===== config.mk =====
export PLATFORM = sky130hd
export DESIGN_NAME = instr_fetch_flat
export DESIGN_NICKNAME = d
export VERILOG_FILES = /design/src/rtl/fetch_pkg.sv /design/src/rtl/instr_fetch_if.sv /design/src/rtl/pc_counter.sv /design/src/rtl/instr_fetch.sv /design/src/flat_wrapper.sv
export SDC_FILE = /design/constraint.sdc
export NUM_CORES = 1
export LEC_CHECK = 0
export CAP_MARGIN = 25
export CORE_UTILIZATION = 45
export DETAILED_ROUTE_END_ITERATION = 8
export GPL_TIMING_DRIVEN = 0
export PLACE_DENSITY = 0.74
export SYNTH_ARGS = -nofsm -noshare
export SYNTH_HDL_FRONTEND = slang
export SYNTH_SLANG_ARGS = --single-unit

===== constraint.sdc =====
create_clock -name clk -period 2.6 [get_ports clk]
set_input_delay 0.78 -clock clk [delete_from_list [all_inputs] [get_ports clk]]
set_output_delay 0.78 -clock clk [all_outputs]
set_load 0.02 [all_outputs]

===== src/rtl/fetch_pkg.sv =====
// -----------------------------------------------------------------------------
// fetch_pkg
// Definitions shared by the instruction fetch stage and the controller:
//   - fetch_state_e : fetch FSM states (ISSUE, WAIT, VALID)
//   - NOOP          : instruction register reset value
//   - PC_WIDTH_DEF / INSTR_WIDTH_DEF : default PC and instruction widths
// -----------------------------------------------------------------------------
package fetch_pkg;

   localparam int unsigned PC_WIDTH_DEF    = 7;
   localparam int unsigned INSTR_WIDTH_DEF = 16;

   localparam logic [15:0] NOOP = 16'h0000;

   typedef enum logic [1:0] {
      ISSUE = 2'd0,
      WAIT  = 2'd1,
      VALID = 2'd2
   } fetch_state_e;

endpackage


===== src/rtl/instr_fetch_if.sv =====
// -----------------------------------------------------------------------------
// instr_fetch_if
// Instruction ROM read bus between the fetch stage and the ROM.
//   addr : ROM word address (driven by fetch, equals PC)
//   rd   : one-cycle read strobe (driven by fetch)
//   data : ROM read data, valid ROM_LATENCY cycles after the rd edge
// Modports: master = fetch stage, slave = ROM.
// -----------------------------------------------------------------------------
interface instr_fetch_if #(
   parameter int unsigned PC_WIDTH    = 7,
   parameter int unsigned INSTR_WIDTH = 16
) ();

   logic [PC_WIDTH-1:0]    addr;
   logic                   rd;
   logic [INSTR_WIDTH-1:0] data;

   modport master (
      output addr,
      output rd,
      input  data
   );

   modport slave (
      input  addr,
      input  rd,
      output data
   );

endinterface


===== src/rtl/pc_counter.sv =====
// -----------------------------------------------------------------------------
// pc_counter
// Program counter register. Priority: clear > load > increment. The increment
// wraps silently modulo 2**PC_WIDTH.
// Ports:
//   clk, rst_n  : clock, asynchronous active-low reset (PC -> 0)
//   i_clr       : clear PC to 0
//   i_ld        : load PC from i_ld_val
//   i_ld_val    : load value
//   i_up        : increment PC
//   o_pc        : current PC
// -----------------------------------------------------------------------------
module pc_counter
   import fetch_pkg::*;
#(
   parameter int unsigned PC_WIDTH = PC_WIDTH_DEF
) (
   input  logic                clk,
   input  logic                rst_n,
   input  logic                i_clr,
   input  logic                i_ld,
   input  logic [PC_WIDTH-1:0] i_ld_val,
   input  logic                i_up,
   output logic [PC_WIDTH-1:0] o_pc
);

   logic [PC_WIDTH-1:0] r_pc;
   logic [PC_WIDTH-1:0] w_pc_d;

   always_comb begin
      w_pc_d = r_pc;
      if (i_clr) begin
         w_pc_d = '0;
      end else if (i_ld) begin
         w_pc_d = i_ld_val;
      end else if (i_up) begin
         w_pc_d = r_pc + PC_WIDTH'(1);
      end
   end

   always_ff @(posedge clk or negedge rst_n) begin
      if (!rst_n) begin
         r_pc <= '0;
      end else begin
         r_pc <= w_pc_d;
      end
   end

   assign o_pc = r_pc;

endmodule


===== src/rtl/instr_fetch.sv =====
// -----------------------------------------------------------------------------
// instr_fetch
// Fetch stage: owns the PC, reads the instruction ROM into a one-word prefetch
// buffer and loads the instruction register (IR) on controller request.
// Optional feature macro: INSTR_FETCH_JUMP_EN adds i_pc_ld / i_pc_ld_val.
// Ports:
//   clk, rst_n   : clock, asynchronous active-low reset
//   i_pc_clr     : clear PC to 0, abandon in-flight read, drop pending work
//   i_pc_up      : increment PC (deferred while an IR load is pending)
//   i_ir_ld      : load IR with ROM[PC]
//   i_pc_ld      : (JUMP_EN) load PC from i_pc_ld_val
//   i_pc_ld_val  : (JUMP_EN) jump target
//   rom          : ROM read bus (master side)
//   o_fetch_rdy  : prefetch buffer holds ROM[PC]
//   o_ld_pend    : IR load accepted, waiting for ROM data
//   o_pc         : program counter
//   o_ir         : instruction register
// -----------------------------------------------------------------------------
module instr_fetch
   import fetch_pkg::*;
#(
   parameter int unsigned PC_WIDTH    = PC_WIDTH_DEF,
   parameter int unsigned INSTR_WIDTH = INSTR_WIDTH_DEF,
   // legal range 1..4
   parameter int unsigned ROM_LATENCY = 1
) (
   input  logic                   clk,
   input  logic                   rst_n,
   input  logic                   i_pc_clr,
   input  logic                   i_pc_up,
   input  logic                   i_ir_ld,
`ifdef INSTR_FETCH_JUMP_EN
   input  logic                   i_pc_ld,
   input  logic [PC_WIDTH-1:0]    i_pc_ld_val,
`endif
   instr_fetch_if.master          rom,
   output logic                   o_fetch_rdy,
   output logic                   o_ld_pend,
   output logic [PC_WIDTH-1:0]    o_pc,
   output logic [INSTR_WIDTH-1:0] o_ir
);

   localparam int unsigned CNT_W = 3;

   fetch_state_e           r_state, w_state_d;
   logic [CNT_W-1:0]       r_cnt, w_cnt_d;
   logic [INSTR_WIDTH-1:0] r_buf, w_buf_d;
   logic [INSTR_WIDTH-1:0] r_ir, w_ir_d;
   logic                   r_ld_pend, w_ld_pend_d;
   logic                   r_up_pend, w_up_pend_d;

   logic                   w_jmp;
   logic [PC_WIDTH-1:0]    w_jmp_val;
   logic [PC_WIDTH-1:0]    w_pc;
   logic                   w_valid;
   logic                   w_blocked;
   logic                   w_up;
   logic                   w_fill;

`ifdef INSTR_FETCH_JUMP_EN
   assign w_jmp     = i_pc_ld & ~i_pc_clr;
   assign w_jmp_val = i_pc_ld_val;
`else
   assign w_jmp     = 1'b0;
   assign w_jmp_val = '0;
`endif

   assign w_valid   = (r_state == VALID);
   // An increment must wait while an IR load (old or new) still needs ROM[PC].
   assign w_blocked = r_ld_pend | (i_ir_ld & ~w_valid);
   assign w_up      = (i_pc_up | r_up_pend) & ~w_blocked & ~i_pc_clr & ~w_jmp;
   // Data-sampling edge of the current read, unless the read is being abandoned.
   assign w_fill    = (r_state == WAIT) && (r_cnt == CNT_W'(1)) &&
                      !i_pc_clr && !w_jmp && !w_up;

   pc_counter #(
      .PC_WIDTH (PC_WIDTH)
   ) u_pc_counter (
      .clk      (clk),
      .rst_n    (rst_n),
      .i_clr    (i_pc_clr),
      .i_ld     (w_jmp),
      .i_ld_val (w_jmp_val),
      .i_up     (w_up),
      .o_pc     (w_pc)
   );

   always_comb begin
      w_state_d   = r_state;
      w_cnt_d     = r_cnt;
      w_buf_d     = r_buf;
      w_ir_d      = r_ir;
      w_ld_pend_d = r_ld_pend;
      w_up_pend_d = r_up_pend;

      unique case (r_state)
         ISSUE: begin
            w_state_d = WAIT;
            w_cnt_d   = CNT_W'(ROM_LATENCY);
         end
         WAIT: begin
            w_cnt_d = r_cnt - CNT_W'(1);
            if (w_fill) begin
               w_state_d = VALID;
               w_buf_d   = rom.data;
            end
         end
         VALID: begin
         end
         default: w_state_d = ISSUE;
      endcase

      // Any PC change restarts the read at the new address.
      if (i_pc_clr || w_jmp || w_up) begin
         w_state_d = ISSUE;
      end

      if (!i_pc_clr) begin
         if (w_valid && i_ir_ld) begin
            w_ir_d = r_buf;
         end else if (w_fill && (r_ld_pend || i_ir_ld)) begin
            w_ir_d = rom.data;
         end
      end

      if (i_pc_clr || w_fill) begin
         w_ld_pend_d = 1'b0;
      end else if (i_ir_ld && !w_valid) begin
         w_ld_pend_d = 1'b1;
      end

      if (i_pc_clr || w_jmp || w_up) begin
         w_up_pend_d = 1'b0;
      end else if (i_pc_up && w_blocked) begin
         w_up_pend_d = 1'b1;
      end
   end

   always_ff @(posedge clk or negedge rst_n) begin
      if (!rst_n) begin
         r_state   <= ISSUE;
         r_cnt     <= '0;
         r_buf     <= '0;
         r_ir      <= INSTR_WIDTH'(NOOP);
         r_ld_pend <= 1'b0;
         r_up_pend <= 1'b0;
      end else begin
         r_state   <= w_state_d;
         r_cnt     <= w_cnt_d;
         r_buf     <= w_buf_d;
         r_ir      <= w_ir_d;
         r_ld_pend <= w_ld_pend_d;
         r_up_pend <= w_up_pend_d;
      end
   end

   // Gated by reset so the strobe is low while reset holds the FSM in ISSUE.
   assign rom.rd      = (r_state == ISSUE) & rst_n;
   assign rom.addr    = w_pc;
   assign o_fetch_rdy = w_valid;
   assign o_ld_pend   = r_ld_pend;
   assign o_pc        = w_pc;
   assign o_ir        = r_ir;

endmodule


===== src/flat_wrapper.sv =====
// flat-port wrapper written by rule: the top's interface ports become plain ports
module instr_fetch_flat import fetch_pkg::*;
#(
   parameter int unsigned PC_WIDTH    = PC_WIDTH_DEF,
   parameter int unsigned INSTR_WIDTH = INSTR_WIDTH_DEF,
                      
   parameter int unsigned ROM_LATENCY = 1
)
  (clk, rst_n, i_pc_clr, i_pc_up, i_ir_ld, o_fetch_rdy, o_ld_pend, o_pc, o_ir, rom_addr, rom_rd, rom_data);
  instr_fetch_if #(.PC_WIDTH(PC_WIDTH), .INSTR_WIDTH(INSTR_WIDTH)) rom_i ();
  input  logic clk;
  input  logic rst_n;
  input  logic i_pc_clr;
  input  logic i_pc_up;
  input  logic i_ir_ld;
  output logic o_fetch_rdy;
  output logic o_ld_pend;
  output logic [PC_WIDTH-1:0] o_pc;
  output logic [INSTR_WIDTH-1:0] o_ir;
  output wire logic [$bits(rom_i.addr)-1:0] rom_addr;
  output wire logic [$bits(rom_i.rd)-1:0] rom_rd;
  input wire logic [$bits(rom_i.data)-1:0] rom_data;
  assign rom_addr = rom_i.addr;
  assign rom_rd = rom_i.rd;
  assign rom_i.data = rom_data;
  instr_fetch #(.PC_WIDTH(PC_WIDTH), .INSTR_WIDTH(INSTR_WIDTH), .ROM_LATENCY(ROM_LATENCY)) u_core (.clk(clk), .rst_n(rst_n), .i_pc_clr(i_pc_clr), .i_pc_up(i_pc_up), .i_ir_ld(i_ir_ld), .rom(rom_i), .o_fetch_rdy(o_fetch_rdy), .o_ld_pend(o_ld_pend), .o_pc(o_pc), .o_ir(o_ir));
endmodule

### Sequential cells colored by netlist name

Drawn at 4 px/um. Other sequential cells in the stronger gray, the rest of the logic in the fainter gray.
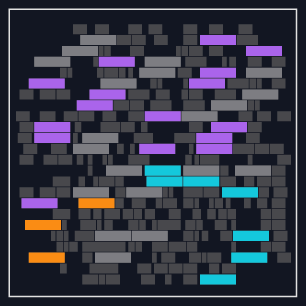
u_core.r_cnt -> orange  # sequential cells 3
u_core.u_pc_counter.o_pc -> cyan  # sequential cells 7
u_core.r_buf -> purple  # sequential cells 16
not colored = 20
fraction of standard cell area that is sequential: 0.3995
Post-Route Utilization: 0.6397
Seq group: 0.00119 W
total area of sequential cells: 1151 um^2

### Sizing map

Drawn at 4 px/um.
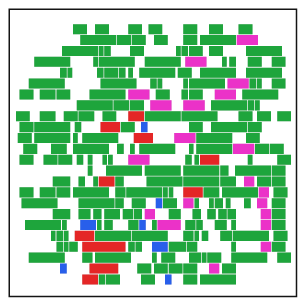
drive 1 or less -> green  # cells 208
drive 3 to 4 -> magenta  # cells 20
drive 2 -> blue  # cells 7
drive 6 and up -> red  # cells 10

### Power grid

Drawn at 6 px/um. Pins as bars on the die edge.
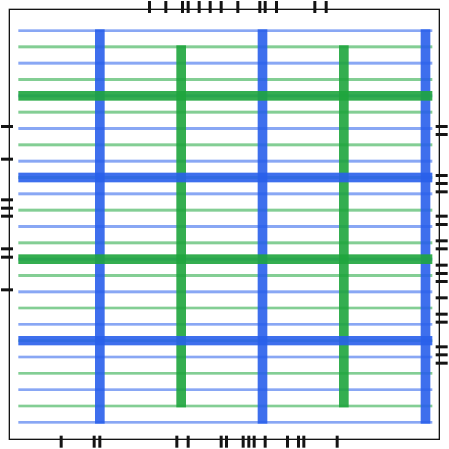
VDD -> green
VSS -> blue
met1 rails = 25
signal pins = 54

==> results.txt <==
Flow results follow.

The largest family of logic cells by area is multiplexers. The post-synthesis instance total is 184. The tool flagged a number of max-cap violations equal to 0.

The number of warnings the tools reported is 27. Pin placement for this block handled 54 I/O pins. At the later pin of the worst-skew pair, clock insertion delay measures 290 ps. The endpoint kind of the worst setup timing path is an output pin. In this run, post-CTS repair resized a total of 3 instances. Of the total synthesized cell area, the portion taken by AND, OR, NAND and NOR gates is 0.09977. The number of design-rule violations left by the first detailed-router iteration is 60. The CTS sink count is 46. The number of antenna violations at the first check in global routing is 0. Nets still carrying antenna violations after routing amount to 0. Once routing completed, OpenROAD measured the worst setup slack at 108.4 ps.

The main area contributors are sky130_fd_sc_hd__dfrtp_1 53%, sky130_fd_sc_hd__mux2i_1 7.8%, sky130_fd_sc_hd__mux2_4 6.9%. The most frequent logic cell in the layout is sky130_fd_sc_hd__clkdlybuf4s50_1. The biggest area contributor in the post-synthesis netlist is sky130_fd_sc_hd__dfrtp_1.

The flow ran to the end, and the final reports show no timing, DRC or antenna violations. The sequential area share after synthesis is 0.5306. The core utilization before placement is 0.4817. Hold is met by 306.5 ps. The number of cells reported by Yosys stat comes to 184.

For the pin with the worst max-slew slack, the measured transition is 530.4 ps. Checking max transition, the worst relative margin is 0.6464. The deepest level of the CTS H-tree is 2.
[worst min-delay path by stage]
stage	start	end	slack, ps
6_report	rst_n	u_core.o_ld_pend$_DFFE_PN0P_	310
5_1_grt	rst_n	u_core.r_buf[6]$_DFFE_PN0P_	310
4_1_cts	rst_n	u_core.r_buf[6]$_DFFE_PN0P_	310
3_5_place_dp	u_core.r_buf[3]$_DFFE_PN0P_	u_core.r_buf[3]$_DFFE_PN0P_	480
3_3_place_gp	u_core.r_buf[1]$_DFFE_PN0P_	u_core.r_buf[1]$_DFFE_PN0P_	470
2_1_floorplan	u_core.r_cnt[1]$_DFFE_PN0P_	u_core.r_cnt[1]$_DFFE_PN0P_	450
[registers in the layout, indices dropped and copies added, names as in the netlist]
register	cells
u_core.o_ir	16
u_core.o_ld_pend	1
u_core.r_buf	16
u_core.r_cnt	3
u_core.r_state	2
u_core.r_up_pend	1
u_core.u_pc_counter.o_pc	7
[metal layers]
metal	wire length [um]	global-route usage
met5	0	0
met4	57	0.07333
met3	140	0.03235
met2	2012	0.3153
met1	1975	0.2333
[report_power, final]
part	total [W]	switching [W]	internal, W
Combinational	0.00121	0.000567	0.000639
Clock	0.000520	0.000233	0.000287
Sequential	0.00119	0.000179	0.00101
[area by class of cell]
cell class	instances	area [um^2]
Timing Repair Buffer	53	536.8
Fill cell	394	1623
Clock buffer	6	72.57
Tap cell	52	65.06
Sequential cell	46	1151
Clock inverter	2	37.54
Multi-Input combinational cell	116	885.9
Buffer	18	117.6
Inverter	4	15.01
[worst max-delay path: stages, from the launching register on]
cell and delay (ps):
sky130_fd_sc_hd__dfrtp_1 450, sky130_fd_sc_hd__nand2b_1 170, sky130_fd_sc_hd__buf_4 160, sky130_fd_sc_hd__inv_1 50
sky130_fd_sc_hd__clkdlybuf4s50_1 590
No activity file was given, so power comes from the tool's default toggle rates.
